### Clock network drawn from the DEF, run 1

Drawn at 3 px/µm.
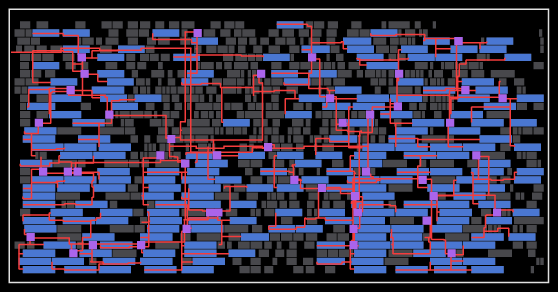
### Signal wires on met4, run 1

Drawn at 3 px/µm. Supply wires on this layer in grey.
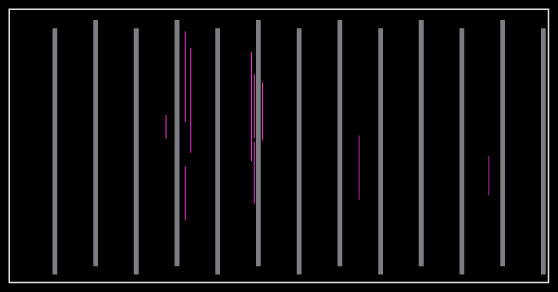
### Track usage over the die, run 1

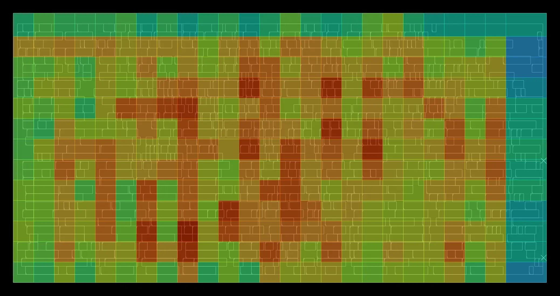
==> src/rtl/myuart_reg_fifo.sv <==
// APB register front-end for the myuart TX/RX engines with parametrised TX/RX FIFOs,
// overrun/parity status, RX level threshold, FIFO flush and a maskable interrupt.
module myuart_reg_fifo #(
    parameter int          TX_AW   = 3,
    parameter int          RX_AW   = 3,
    parameter logic [15:0] DIV_RST = 16'd868,
    parameter logic [7:0]  OVS_RST = 8'd16
) (
    input  logic        pclk_i,
    input  logic        preset_n_i,
    input  logic        psel_i,
    input  logic        penable_i,
    input  logic        pwrite_i,
    input  logic [5:0]  paddr_i,
    input  logic [31:0] pwdata_i,
    output logic [31:0] prdata_o,
    output logic        shoot_o,
    output logic [7:0]  datatx_o,
    input  logic        busytx_i,
    input  logic        datarx_vld_i,
    input  logic [7:0]  datarx_i,
    input  logic        int_parity_error_i,
    output logic        interrupt_o,
    output logic [3:0]  data_bit_num_o,
    output logic [1:0]  parity_type_o,
    output logic [1:0]  stop_bit_num_o,
    output logic [15:0] divisor_o,
    output logic [7:0]  oversample_rate_o
);
    localparam logic [5:0] A_CR   = 6'h04;
    localparam logic [5:0] A_THR  = 6'h08;
    localparam logic [5:0] A_SR   = 6'h0C;
    localparam logic [5:0] A_BRGR = 6'h10;
    localparam logic [5:0] A_IMR  = 6'h14;
    localparam logic [5:0] A_FCR  = 6'h18;

    localparam logic [TX_AW:0]   TX_FULL = {1'b1, {TX_AW{1'b0}}};
    localparam logic [RX_AW:0]   RX_FULL = {1'b1, {RX_AW{1'b0}}};
    localparam logic [TX_AW:0]   TX_ONE  = {{TX_AW{1'b0}}, 1'b1};
    localparam logic [RX_AW:0]   RX_ONE  = {{RX_AW{1'b0}}, 1'b1};
    localparam logic [TX_AW-1:0] TX_PINC = {{(TX_AW-1){1'b0}}, 1'b1};
    localparam logic [RX_AW-1:0] RX_PINC = {{(RX_AW-1){1'b0}}, 1'b1};

    typedef enum logic [1:0] {S_IDLE = 2'd0, S_LOAD = 2'd1, S_WBSY = 2'd2, S_WDONE = 2'd3} tx_state_t;

    tx_state_t        r_state;
    logic [9:0]       r_cr;
    logic [23:0]      r_brgr;
    logic [5:0]       r_imr;
    logic [RX_AW:0]   r_rxt;
    logic             r_ovr;
    logic             r_pare;
    logic             r_shoot;
    logic [7:0]       r_datatx;

    logic [7:0]       r_tx_mem [2**TX_AW];
    logic [TX_AW-1:0] r_tx_wp, r_tx_rp;
    logic [TX_AW:0]   r_tx_cnt;
    logic [7:0]       r_rx_mem [2**RX_AW];
    logic [RX_AW-1:0] r_rx_wp, r_rx_rp;
    logic [RX_AW:0]   r_rx_cnt;

    logic        w_wr, w_rd, w_tx_en;
    logic        w_tx_empty, w_tx_full, w_tx_push, w_tx_pop, w_tx_ovr, w_tx_flush;
    logic        w_rx_empty, w_rx_full, w_rx_push, w_rx_pop, w_rx_ovr, w_rx_flush;
    logic        w_rxthr, w_txempty;
    logic [31:0] w_sr;

    assign w_wr    = psel_i & penable_i & pwrite_i;
    assign w_rd    = psel_i & penable_i & ~pwrite_i;
    assign w_tx_en = r_cr[0];

    assign w_tx_empty = (r_tx_cnt == {(TX_AW+1){1'b0}});
    assign w_tx_full  = (r_tx_cnt == TX_FULL);
    assign w_tx_flush = w_wr & (paddr_i == A_FCR) & pwdata_i[0];
    assign w_tx_push  = w_wr & (paddr_i == A_THR) & ~w_tx_full;
    assign w_tx_ovr   = w_wr & (paddr_i == A_THR) & w_tx_full;
    assign w_tx_pop   = (r_state == S_LOAD) & w_tx_en & ~w_tx_empty;

    assign w_rx_empty = (r_rx_cnt == {(RX_AW+1){1'b0}});
    assign w_rx_full  = (r_rx_cnt == RX_FULL);
    assign w_rx_flush = w_wr & (paddr_i == A_FCR) & pwdata_i[1];
    assign w_rx_pop   = w_rd & (paddr_i == A_THR) & ~w_rx_empty;
    // A full RX FIFO still accepts a byte when the head is popped in the same cycle.
    assign w_rx_push  = datarx_vld_i & (~w_rx_full | w_rx_pop) & ~w_rx_flush;
    assign w_rx_ovr   = datarx_vld_i & w_rx_full & ~w_rx_pop & ~w_rx_flush;

    assign w_rxthr   = (r_rxt != {(RX_AW+1){1'b0}}) && (r_rx_cnt >= r_rxt);
    assign w_txempty = w_tx_empty & (r_state == S_IDLE) & ~busytx_i;
    assign w_sr      = {8'd0, 8'(r_rx_cnt), 8'(r_tx_cnt), 2'b00, r_pare, r_ovr,
                        w_rxthr, w_txempty, ~w_tx_full, ~w_rx_empty};

    assign interrupt_o       = |(r_imr & w_sr[5:0]);
    assign shoot_o           = r_shoot;
    assign datatx_o          = r_datatx;
    assign data_bit_num_o    = r_cr[7:4];
    assign parity_type_o     = r_cr[2:1];
    assign stop_bit_num_o    = r_cr[9:8];
    assign divisor_o         = r_brgr[15:0];
    assign oversample_rate_o = r_brgr[23:16];

    // Read mux.
    always_comb begin
        prdata_o = 32'd0;
        case (paddr_i)
            A_CR:    prdata_o = {22'd0, r_cr};
            A_THR:   prdata_o = w_rx_empty ? 32'd0 : {24'd0, r_rx_mem[r_rx_rp]};
            A_SR:    prdata_o = w_sr;
            A_BRGR:  prdata_o = {8'd0, r_brgr};
            A_IMR:   prdata_o = {26'd0, r_imr};
            A_FCR:   prdata_o = {{(23-RX_AW){1'b0}}, r_rxt, 8'd0};
            default: prdata_o = 32'd0;
        endcase
    end

    // Configuration registers and sticky status; a set event wins over W1C.
    always_ff @(posedge pclk_i or negedge preset_n_i) begin
        if (!preset_n_i) begin
            r_cr   <= 10'h081;
            r_brgr <= {OVS_RST, DIV_RST};
            r_imr  <= 6'd0;
            r_rxt  <= RX_ONE;
            r_ovr  <= 1'b0;
            r_pare <= 1'b0;
        end else begin
            if (w_wr && paddr_i == A_CR)   r_cr   <= pwdata_i[9:0];
            if (w_wr && paddr_i == A_BRGR) r_brgr <= pwdata_i[23:0];
            if (w_wr && paddr_i == A_IMR)  r_imr  <= pwdata_i[5:0];
            if (w_wr && paddr_i == A_FCR)  r_rxt  <= pwdata_i[8 +: RX_AW+1];
            if (w_tx_ovr || w_rx_ovr)
                r_ovr <= 1'b1;
            else if (w_wr && paddr_i == A_SR && pwdata_i[4])
                r_ovr <= 1'b0;
            if (int_parity_error_i)
                r_pare <= 1'b1;
            else if (w_wr && paddr_i == A_SR && pwdata_i[5])
                r_pare <= 1'b0;
        end
    end

    // TX FIFO storage.
    always_ff @(posedge pclk_i) begin
        if (w_tx_push) r_tx_mem[r_tx_wp] <= pwdata_i[7:0];
    end

    // TX FIFO pointers and count.
    always_ff @(posedge pclk_i or negedge preset_n_i) begin
        if (!preset_n_i) begin
            r_tx_wp <= '0; r_tx_rp <= '0; r_tx_cnt <= '0;
        end else if (w_tx_flush) begin
            r_tx_wp <= '0; r_tx_rp <= '0; r_tx_cnt <= '0;
        end else begin
            if (w_tx_push) r_tx_wp <= r_tx_wp + TX_PINC;
            if (w_tx_pop)  r_tx_rp <= r_tx_rp + TX_PINC;
            case ({w_tx_push, w_tx_pop})
                2'b10:   r_tx_cnt <= r_tx_cnt + TX_ONE;
                2'b01:   r_tx_cnt <= r_tx_cnt - TX_ONE;
                default: r_tx_cnt <= r_tx_cnt;
            endcase
        end
    end

    // RX FIFO storage.
    always_ff @(posedge pclk_i) begin
        if (w_rx_push) r_rx_mem[r_rx_wp] <= datarx_i;
    end

    // RX FIFO pointers and count.
    always_ff @(posedge pclk_i or negedge preset_n_i) begin
        if (!preset_n_i) begin
            r_rx_wp <= '0; r_rx_rp <= '0; r_rx_cnt <= '0;
        end else if (w_rx_flush) begin
            r_rx_wp <= '0; r_rx_rp <= '0; r_rx_cnt <= '0;
        end else begin
            if (w_rx_push) r_rx_wp <= r_rx_wp + RX_PINC;
            if (w_rx_pop)  r_rx_rp <= r_rx_rp + RX_PINC;
            case ({w_rx_push, w_rx_pop})
                2'b10:   r_rx_cnt <= r_rx_cnt + RX_ONE;
                2'b01:   r_rx_cnt <= r_rx_cnt - RX_ONE;
                default: r_rx_cnt <= r_rx_cnt;
            endcase
        end
    end

    // TX handshake FSM; LOAD falls back to IDLE if a flush emptied the FIFO under it.
    always_ff @(posedge pclk_i or negedge preset_n_i) begin
        if (!preset_n_i) begin
            r_state  <= S_IDLE;
            r_shoot  <= 1'b0;
            r_datatx <= 8'd0;
        end else begin
            r_shoot <= 1'b0;
            if (w_tx_en) begin
                case (r_state)
                    S_IDLE:  if (!w_tx_empty && !busytx_i) r_state <= S_LOAD;
                    S_LOAD: begin
                        if (!w_tx_empty) begin
                            r_datatx <= r_tx_mem[r_tx_rp];
                            r_shoot  <= 1'b1;
                            r_state  <= S_WBSY;
                        end else begin
                            r_state  <= S_IDLE;
                        end
                    end
                    S_WBSY:  if (busytx_i) r_state <= S_WDONE;
                    S_WDONE: if (!busytx_i) r_state <= S_IDLE;
                    default: r_state <= S_IDLE;
                endcase
            end
        end
    end
endmodule

==> config.mk <==
export PLATFORM = sky130hd
export DESIGN_NAME = myuart_reg_fifo
export DESIGN_NICKNAME = d
export VERILOG_FILES = /design/src/rtl/myuart_reg_fifo.sv
export SDC_FILE = /design/constraint.sdc
export NUM_CORES = 1
export LEC_CHECK = 0
export CAP_MARGIN = 30
export CORE_ASPECT_RATIO = 0.5
export CORE_UTILIZATION = 57
export CTS_BUF_LIST = sky130_fd_sc_hd__clkbuf_4
export DETAILED_ROUTE_END_ITERATION = 10
export GPL_TIMING_DRIVEN = 1
export PLACE_DENSITY_LB_ADDON = 0.15
export SLEW_MARGIN = 20
export SYNTH_ARGS = -nofsm -noshare
export SYNTH_HDL_FRONTEND = slang
export SYNTH_SLANG_ARGS = --single-unit
==> constraint.sdc <==
create_clock -name pclk_i -period 3.7 [get_ports pclk_i]
set_input_delay 0.74 -clock pclk_i [delete_from_list [all_inputs] [get_ports pclk_i]]
set_output_delay 0.74 -clock pclk_i [all_outputs]
set_load 0.02 [all_outputs]
==> summary.txt, run 1 <==
Implementation numbers.

- In this run the top signal layer used is met4.
- The top cell type by area accounts for 42.94% of the synthesized area.
- The via count of the first global-routing pass is 5,570.
- The internal portion of the total power is 4.218 mW.
- The clock network latency to the later pin of the worst-skew pair is 0.60 ns.
- The most critical setup path has its startpoint at paddr_i[5].
- The total congestion overflow is 0.
- In this run the remaining antenna-violating nets after routing total 0.
- The longest incremental delay of any stage on the critical path is reported as 0.60 ns.
- For reference, the critical path cell chain is clkdlybuf4s50_1, or4b_4, nor3_4, buf_4, a222oi_1, o21a_1, o21ai_0, dlygate4sd2_1.
- During synthesis, Yosys emitted a total of 0 warnings.
- The global routing report lists met2 layer usage as 38.51%.
- The DRC marker count from the first detailed-route iteration is 387.
- Grouping stages by cell kind, the critical path spends the most delay in buffers and inverters.
- Entering global routing, the biggest net connects 48 pins.
- The commonest register cell is sky130_fd_sc_hd__edfxtp_1.
- The critical path contains buffers and inverters numbering 3 combined.
- The category of the worst setup path launch point is an input pin.
- The number of different library cells used by synthesis comes to 60.
- In the final layout, the fill cell count is 997.
- The final period demand of the worst path is 3.625 ns.
- The power report shows net switching accounting for 27.45% of the total.
- The initial antenna violation count is 0.
- The number of cells reported by Yosys stat comes to 578.
- CTS built an H-tree with a depth of 2.
- The sum of routed wire segments on met1 is 8.393 mm.
- The kind of end point of the critical path is an output pin.
- The first global-routing pass estimated 29.71 mm of wire.
- The setup check on the worst reg-to-reg path leaves a slack of 0.95 ns.
- In this run the maximum-capacitance check reported violations numbering 0.
- For this run, the number of standard cells in the final layout without fillers is 990.
- The number of warning messages in the logs is 34.
- The final cell utilization of the core is 74.82%.
- The instance count on the critical path is 8.
- The post-synthesis to final-layout area growth is 24.47%.
- The worst slew margin relative to its limit is 46.57%.
- The flow ran to the end, but the final reports show violations.
- Detailed placement finished with a half-perimeter wire length of 12.66 mm.
- The region available for standard cell placement spans 14,890 µm².
- The net switching power figure is 1.596 mW.
- The setup skew after layout is 0.03292 ns.
- The count of flip-flops with a built-in enable after synthesis is 128.
- The report puts the hold buffer count at CTS at 0.
- In this run the cell area of the synthesized design comes to 8952 µm².
- The routed wire length per instance is 18.68 µm.
- The instance count after placement with tap cells included is 905.
- The main area contributors are sky130_fd_sc_hd__edfxtp_1 (43%), sky130_fd_sc_hd__dfrtp_1 (19%), sky130_fd_sc_hd__mux4_2 (8.1%), sky130_fd_sc_hd__mux2_1 (3.1%), sky130_fd_sc_hd__mux2_2 (2.9%).
- The detailed-routing iteration count for the pre-antenna-repair pass is 10.
- The cell area after placement is 10,530 µm².
- The worst hold slack across all endpoints is 0.08734 ns.
- The power report attributes to the sequential group a share of 50.2%.
- Per the finish-stage timing summary, setup violations number 0.
- In the synthesized netlist the async set-or-reset flop fraction comes to 37.56%.
- The global routing stage identified its most utilized layer as met2.
- The timing-limited maximum frequency is 275.9 MHz.
- The worst-case setup margin in the final layout is 0.07513 ns.
- TritonCTS built the clock tree.
- The antenna diode count is 0.
- The clock network fraction of total power is 31.2%.
- The total leakage power is 4.531 nW.
- The die covers 16,240 µm².
- The min-delay analysis places its worst path in the category in -> async.
- The combinational share of power is 18.6%.
- The most common cell after layout, fill and taps aside is sky130_fd_sc_hd__edfxtp_1.
- The final clock period utilization by the worst path is 97.97%.
- STA puts the critical path data arrival time at 2.88 ns.
- The category of the most critical setup path is in -> out.
- The final setup TNS is 0 ns.
- The register bit total from synthesis is 205.
- Setup repair after global routing left no endpoint under its margin.
- The script computed a power per unit cell area of 521.8 nW/µm².
- Gates resized during post-CTS repair numbered 23.
- In the layout the commonest cells are sky130_fd_sc_hd__edfxtp_1 (128), sky130_fd_sc_hd__clkdlybuf4s50_1 (85), sky130_fd_sc_hd__clkbuf_4 (74), sky130_fd_sc_hd__dfrtp_1 (68), sky130_fd_sc_hd__buf_4 (52).
- The cell at the slowest stage of the critical path is sky130_fd_sc_hd__or4b_4.
- TritonRoute reported its final design rule violation total as 4.
- The final net count is 822.
- The worst register-to-register path ends at r_rx_cnt[2].
- The report puts the cell count of the worst reg-to-reg path at 10.
- Per the repair_timing log after CTS, setup buffers inserted total 1.
- The weighted congestion at the end of routability-driven global placement is 0.7749.
- The CTS clock-pin slew for the worst setup and hold paths is 0.08 ns.
- The top fanout value on the critical path is 3.
- The worst supply voltage drop on vdd is 0.3694 mV.
- The checks that failed: DRC.
- The placement-stage worst setup slack is -0.1312 ns.
- The routed length on met2 is 8.983 mm.
- The port buffer count is 111.
- The cell count after synthesis came out at 578.
- In the floorplan report the effective utilization is 60.11%.
- The final power report lists total power as 5.814 mW.
- Counting every sink on the clock net gives 205.
- The die extent in x is 179.2 µm.
- The number of clock buffers added by TritonCTS is 45.
- The cell type with the highest aggregate area in the netlist is sky130_fd_sc_hd__edfxtp_1.
- The critical path required time is 2.96 ns.
- The final hold violation count is 0.
About 'Clock network drawn from the DEF':
- red: clock wires (length 2,580 µm)
- blue: flip-flops (count 205)
- purple: clock-net drivers (count 45)
- routed clock nets: 46

About 'Signal wires on met4':
- nets with wire on the layer: 8
- wire length on this layer: 220 µm
- longest straight run: 36.0 µm
Total Wirelength: 18.50 mm
vias after detailed routing: 5,536

About 'Track usage over the die':
GRT met1 Usage: 33.60%
met3 Use GR: 5.093%
total routing resource utilization after global routing: 23.96%

[run 1: power groups by stage]
stage                     logic (mW)  clock network [mW]  registers [mW]
after CTS                       1.09                1.86            2.92
after global routing            1.19                1.99            2.95
final                           1.08                1.81            2.92
after detailed placement        1.08                   0            2.97
after global placement          1.01                   0            2.98
after floorplan                0.718                   0            2.89
[run 1: cell usage after synthesis, drive strengths merged (3+ instances only)]
master	number
a211oi	3
a21o	4
a21oi	16
a222oi	8
a22o	5
a22oi	7
and2	11
and3	6
buf	29
clkbuf	12
dfrtp	68
dfstp	9
edfxtp	128
ha	11
inv	8
mux2	48
mux2i	17
mux4	32
nand2	22
nand2b	9
nand3	12
nand4	3
nor2	42
nor3	18
nor4	4
o21ai	10
xnor2	6
xor2	4
[run 1: layout make-up]
| class | count | area (µm²) | area share (%) |
|---|---|---|---|
| sequential | 205 | 5782 | 51.89 |
| multi-input combinational | 331 | 2948 | 26.45 |
| inverter | 8 | 30.03 | 0.2695 |
| clock inverter | 9 | 61.31 | 0.5502 |
| timing repair buffer | 165 | 1519 | 13.63 |
| tap | 198 | 247.7 | 2.223 |
| clock buffer | 74 | 555.5 | 4.985 |
[run 1: cell families (layout without fill, tap and decap cells)]
logic type | Yosys count | in the layout | synth area share (%)
flops | 205 | 205 | 64.58
simple gates | 139 | 139 | 8.693
mux | 97 | 97 | 15.99
compound gates | 65 | 65 | 5.073
buf+inv | 49 | 256 | 2.879
fa+ha+maj | 12 | 12 | 1.761
xor+xnor | 10 | 10 | 0.9783
other cells | 1 | 8 | 0.04189
[run 1: registers in the layout, summed over array words and instances, names as in the netlist, 4 cells and up, named ones only]
register / flops
r_tx_mem: 64
r_brgr: 24
r_rxt: 4
r_rx_cnt: 4
r_cr: 10
datatx_o: 8
r_tx_cnt: 4
r_rx_mem: 64
r_imr: 6
==> inputs of run 2 (changes only) <==
--- a/config.mk
+++ b/config.mk
@@ -5,13 +5,16 @@
 export SDC_FILE = /design/constraint.sdc
 export NUM_CORES = 1
 export LEC_CHECK = 0
+export ABC_AREA = 1
 export CAP_MARGIN = 30
 export CORE_ASPECT_RATIO = 0.5
+export CORE_MARGIN = 4
 export CORE_UTILIZATION = 57
 export CTS_BUF_LIST = sky130_fd_sc_hd__clkbuf_4
 export DETAILED_ROUTE_END_ITERATION = 10
 export GPL_TIMING_DRIVEN = 1
 export PLACE_DENSITY_LB_ADDON = 0.15
+export SETUP_SLACK_MARGIN = 0.05
 export SLEW_MARGIN = 20
 export SYNTH_ARGS = -nofsm -noshare
 export SYNTH_HDL_FRONTEND = slang
==> summary.txt, run 2 <==
Implementation numbers.

- The worst-case max-slew headroom was logged as 55.83%.
- The total congestion overflow is 0.
- The commonest cells after synthesis are sky130_fd_sc_hd__edfxtp_1 (128), sky130_fd_sc_hd__nand2_1 (123), sky130_fd_sc_hd__nor2_1 (78), sky130_fd_sc_hd__o21ai_0 (75), sky130_fd_sc_hd__dfrtp_1 (68).
- Entering global routing, the biggest net connects 43 pins.
- The initial antenna violation count is 0.
- The chip area estimate from yosys synthesis is 9112 µm².
- The via count of the first global-routing pass was 6,763.
- The weighted congestion at the end of routability-driven global placement is 0.8602.
- In the routed layout, each cell is associated on average with a via count of 5.568.
- The area of the core is 15,530 µm².
- The number of non-clock inverters is 80.
- At the end of the flow, the number of nets in the layout was 1,049.
- In this run the worst hold path is classified as in -> async.
- Of the post-synthesis cell area, the dominant cell type holds 42.18%.
- The die extent in x is 186.8 µm.
- The category of the most critical setup path is in -> out.
- The most common cell after layout, fill and taps aside is sky130_fd_sc_hd__edfxtp_1.
- The global-route wire length before repair is 35.02 mm.
- In this run the critical path is formed by clkdlybuf4s50_1, nor2_4, inv_1, nor3_2, inv_2, o21ai_0, nand2_1, nand3_1, clkdlybuf4s50_1.
- Across all stage logs, warnings added up to 34.
- The internal power of the cells totals 4.160 mW.
- Clock tree buffers and inverters occupy 5.212% of the routed design's cell area.
- According to the cell report, the number of logic gates is 505.
- The final count of negative-setup-slack endpoints is 0.
- Between the synthesized netlist and the finished layout, the area growth was recorded as 22.50%.
- The antenna diode count is 0.
- The count of flip-flops with a built-in enable after synthesis is 128.
- Buffers placed on the I/O ports in this run total 111.
- The most frequent cell on the critical path is sky130_fd_sc_hd__clkdlybuf4s50_1.
- The synthesis report lists the most area-consuming cells as sky130_fd_sc_hd__edfxtp_1 (42%), sky130_fd_sc_hd__dfrtp_1 (19%), sky130_fd_sc_hd__nand2_1 (5.1%), sky130_fd_sc_hd__o21ai_0 (4.1%), sky130_fd_sc_hd__nor2_1 (3.2%).
- The first detailed-routing pass ran for 7 iterations.
- The final HPWL from detailed placement is 14.72 mm.
- The areal power density over the cells is 546.1 nW/µm².
- Before any placement, the netlist area is recorded as 9112 µm².
- Once detail routing completed, the nets flagged for antenna violations numbered 0.
- The layout report lists the combined flip-flop and latch area as 5783 µm².
- Setup repair after global routing left no endpoint under its margin.
- The tap cell count is 204.
- The power report attributes to the combinational group a share of 24.2%.
- The flow ran to the end, and the final reports show no timing, DRC or antenna violations.
- Net switching is 31.76% of the power.
- The CTS tree is built.
- Buffers inserted during clock tree synthesis total 46.
- The H-tree was split into 2 levels.
- Across the whole layout, multi-input logic makes up 25.23% of the cell area.
- The largest registers in the layout are r_rx_mem: 64 flops, r_tx_mem: 64 flops, r_brgr: 24 flops.
- In this run the VDD rail shows a maximum IR drop of 0.3800 mV.
- The detailed-route DRC error count is 0.
- The class occupying the most area after layout is reported as sequential cells.
- The final route contains 6,799 vias.
- Counting every instance in the synthesized netlist gives 829.
- The startpoint of the worst register-to-register path is r_tx_cnt[1].
- The required time at the worst endpoint is listed as 2.96 ns.
- The count of clock-net buffers in the final layout is 73.
- The cell area after placement is 10,520 µm².
- The data arrival time of the worst path is 2.79 ns.
- The buffer and inverter count on the worst path is 4.
- The net switching power figure is 1.936 mW.
- The most common logic cells in the final layout are sky130_fd_sc_hd__edfxtp_1 (128), sky130_fd_sc_hd__nand2_1 (123), sky130_fd_sc_hd__clkdlybuf4s50_1 (106), sky130_fd_sc_hd__nor2_1 (78), sky130_fd_sc_hd__o21ai_0 (75).
- The final hold violation count is 0.
- Per the CTS log, the root buffer master is sky130_fd_sc_hd__clkbuf_4.
- The number of clock sinks came to 205.
- Post-CTS timing repair inserted 0 buffers for setup.
- For this run, the slowest stage of the critical path takes 0.60 ns.
- The number of library cell types mapped by synthesis is 49.
- The final setup TNS is 0 ns.
- The routed wire length per instance is 18.07 µm.
- The fraction of area in registers is 51.80%.
- The report counts max-capacitance violations totalling 0.
- The DRC marker count from the first detailed-route iteration is 634.
- Per the synth stats, the proportion of register bits with asynchronous set or reset is 37.56%.
- Looking at area per cell type in the netlist, the leader is sky130_fd_sc_hd__edfxtp_1.
- The worst hold slack across all endpoints is 0.1428 ns.
- Static timing analysis puts the maximum clock frequency at 283.5 MHz.
- There are 205 flip-flops and latches.
- The total leakage power is 4.661 nW.
- STA classifies the critical path endpoint as an output pin.
- The cell family with the largest share of critical-path delay is buffers and inverters.
- The chip occupies 18,200 µm².
- The logic area is 2816 µm².
- The final period demand of the worst path is 3.527 ns.
- The plain and repair buffers instantiated in the layout total 145.
- The leading register cell type out of synthesis is sky130_fd_sc_hd__edfxtp_1.
- The category of the worst setup path launch point is an input pin.
- In the CTS report, the clock slew at the register clock pins of the worst setup and hold paths is listed as 0.07 ns.
- Per the OpenROAD floorplan log, the height of the die is 97.41 µm.
- The tally of yosys warning messages is 0.
- After synthesis the netlist holds a flip-flop and latch count of 205.
- The initial core utilization is 58.66%.
- Yosys stat counts 829 cells in the synthesized netlist.
- The buffer share of cell area is 12.63%.
- Summed over all routing layers, the global router reports a total usage of 24.02%.
- Once layout is complete, the utilization of the core stands at 71.86%.
- The top fanout value on the critical path is 11.
- The cell at the slowest stage of the critical path is sky130_fd_sc_hd__clkdlybuf4s50_1.
- The start point of the critical path is paddr_i[5].
- The final clock period utilization by the worst path is 95.33%.
- The most used standard cell by instance count after synthesis is sky130_fd_sc_hd__edfxtp_1.
- The routed design has 22.06 mm of wire.
- The final-layout fill cell count is 1,147.
- The power share of the sequential group is 46.8%.
- The synthesized area per cell is 10.99 µm².
[run 2: power groups by stage]
stage | Sequential [mW] | Combinational (mW) | Clock [mW]
after floorplan | 2.92 | 0.880 | 0
after global placement | 2.89 | 1.40 | 0
after detailed placement | 2.90 | 1.45 | 0
after CTS | 2.85 | 1.45 | 1.79
after global routing | 2.88 | 1.64 | 1.93
final | 2.86 | 1.48 | 1.76
[run 2: metal layers]
metal	GRT usage [%]	routed length (µm)	share of wire, %	vias to the layer above
li1	-	-	-	3233
met1	31.44	9076	41	3315
met2	41.23	11240	51	222
met3	5.384	1502	6.8	29
met4	6.133	243	1.1	0
met5	0	0	0	-
[run 2: per-stage QoR]
step | power (mW) | setup slack (ns) | cells
floorplan | 3.802 | 0.9250 | 836
global placement | 4.284 | 0.08048 | 1136
detailed placement | 4.343 | 0.05114 | 1137
CTS | 6.093 | 0.06375 | 1219
global route | 6.457 | 0.04617 | 1221
finish | 6.096 | 0.1728 | 1221
[run 2: kinds of logic after synthesis]
group | Yosys count | synth area share, %
adder cells (fa/ha/maj) | 12 | 1.730
AND-OR/OR-AND | 206 | 13.68
XOR/XNOR | 3 | 0.2884
flip-flops | 205 | 63.45
buffers and inverters | 126 | 5.987
other | 1 | 0.04115
AND/OR/NAND/NOR | 270 | 14.09
multiplexers | 6 | 0.7414
[run 2: worst paths after layout]
check	endpoint	slack (ns)	cells past startpoint
setup / recovery	prdata_o[0]	0.17	9
max in group asynchronous	r_rxt[0]	2.86	2
min in group pclk_i	r_imr[4]	0.49	2
hold / removal	datatx_o[2]	0.14	1
setup reg to reg	r_tx_cnt[3]	1.11	13
hold reg to reg	r_imr[4]	0.49	2
[run 2: what timing repair did]
item,4_1_cts,5_1_grt
hold buffers,0,0
resized,2,11
endpoints found under the setup margin,4,10
cloned,0,1
### Clock network drawn from the DEF, run 2

Drawn at 3 px/µm.
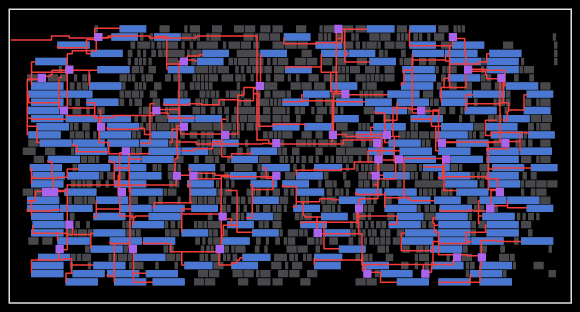
Setup Skew: 0.01887 ns
Clock group: 1.76 mW
Late-Pin Clk Latency: 0.60 ns
Clock power frac: 28.9%

### Track usage over the die, run 2

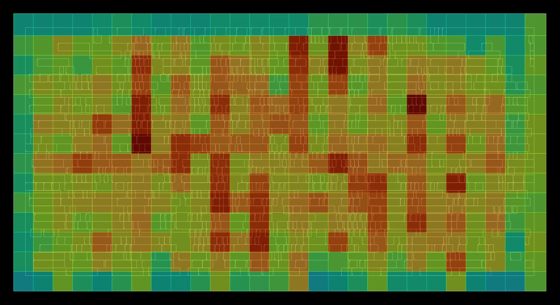
global-route met2 utilization: 41.23%
GRT met1 Usage: 31.44%
met3 Use GR: 5.384%

Power figures rest on the tool's default switching activity, not on a simulated workload.
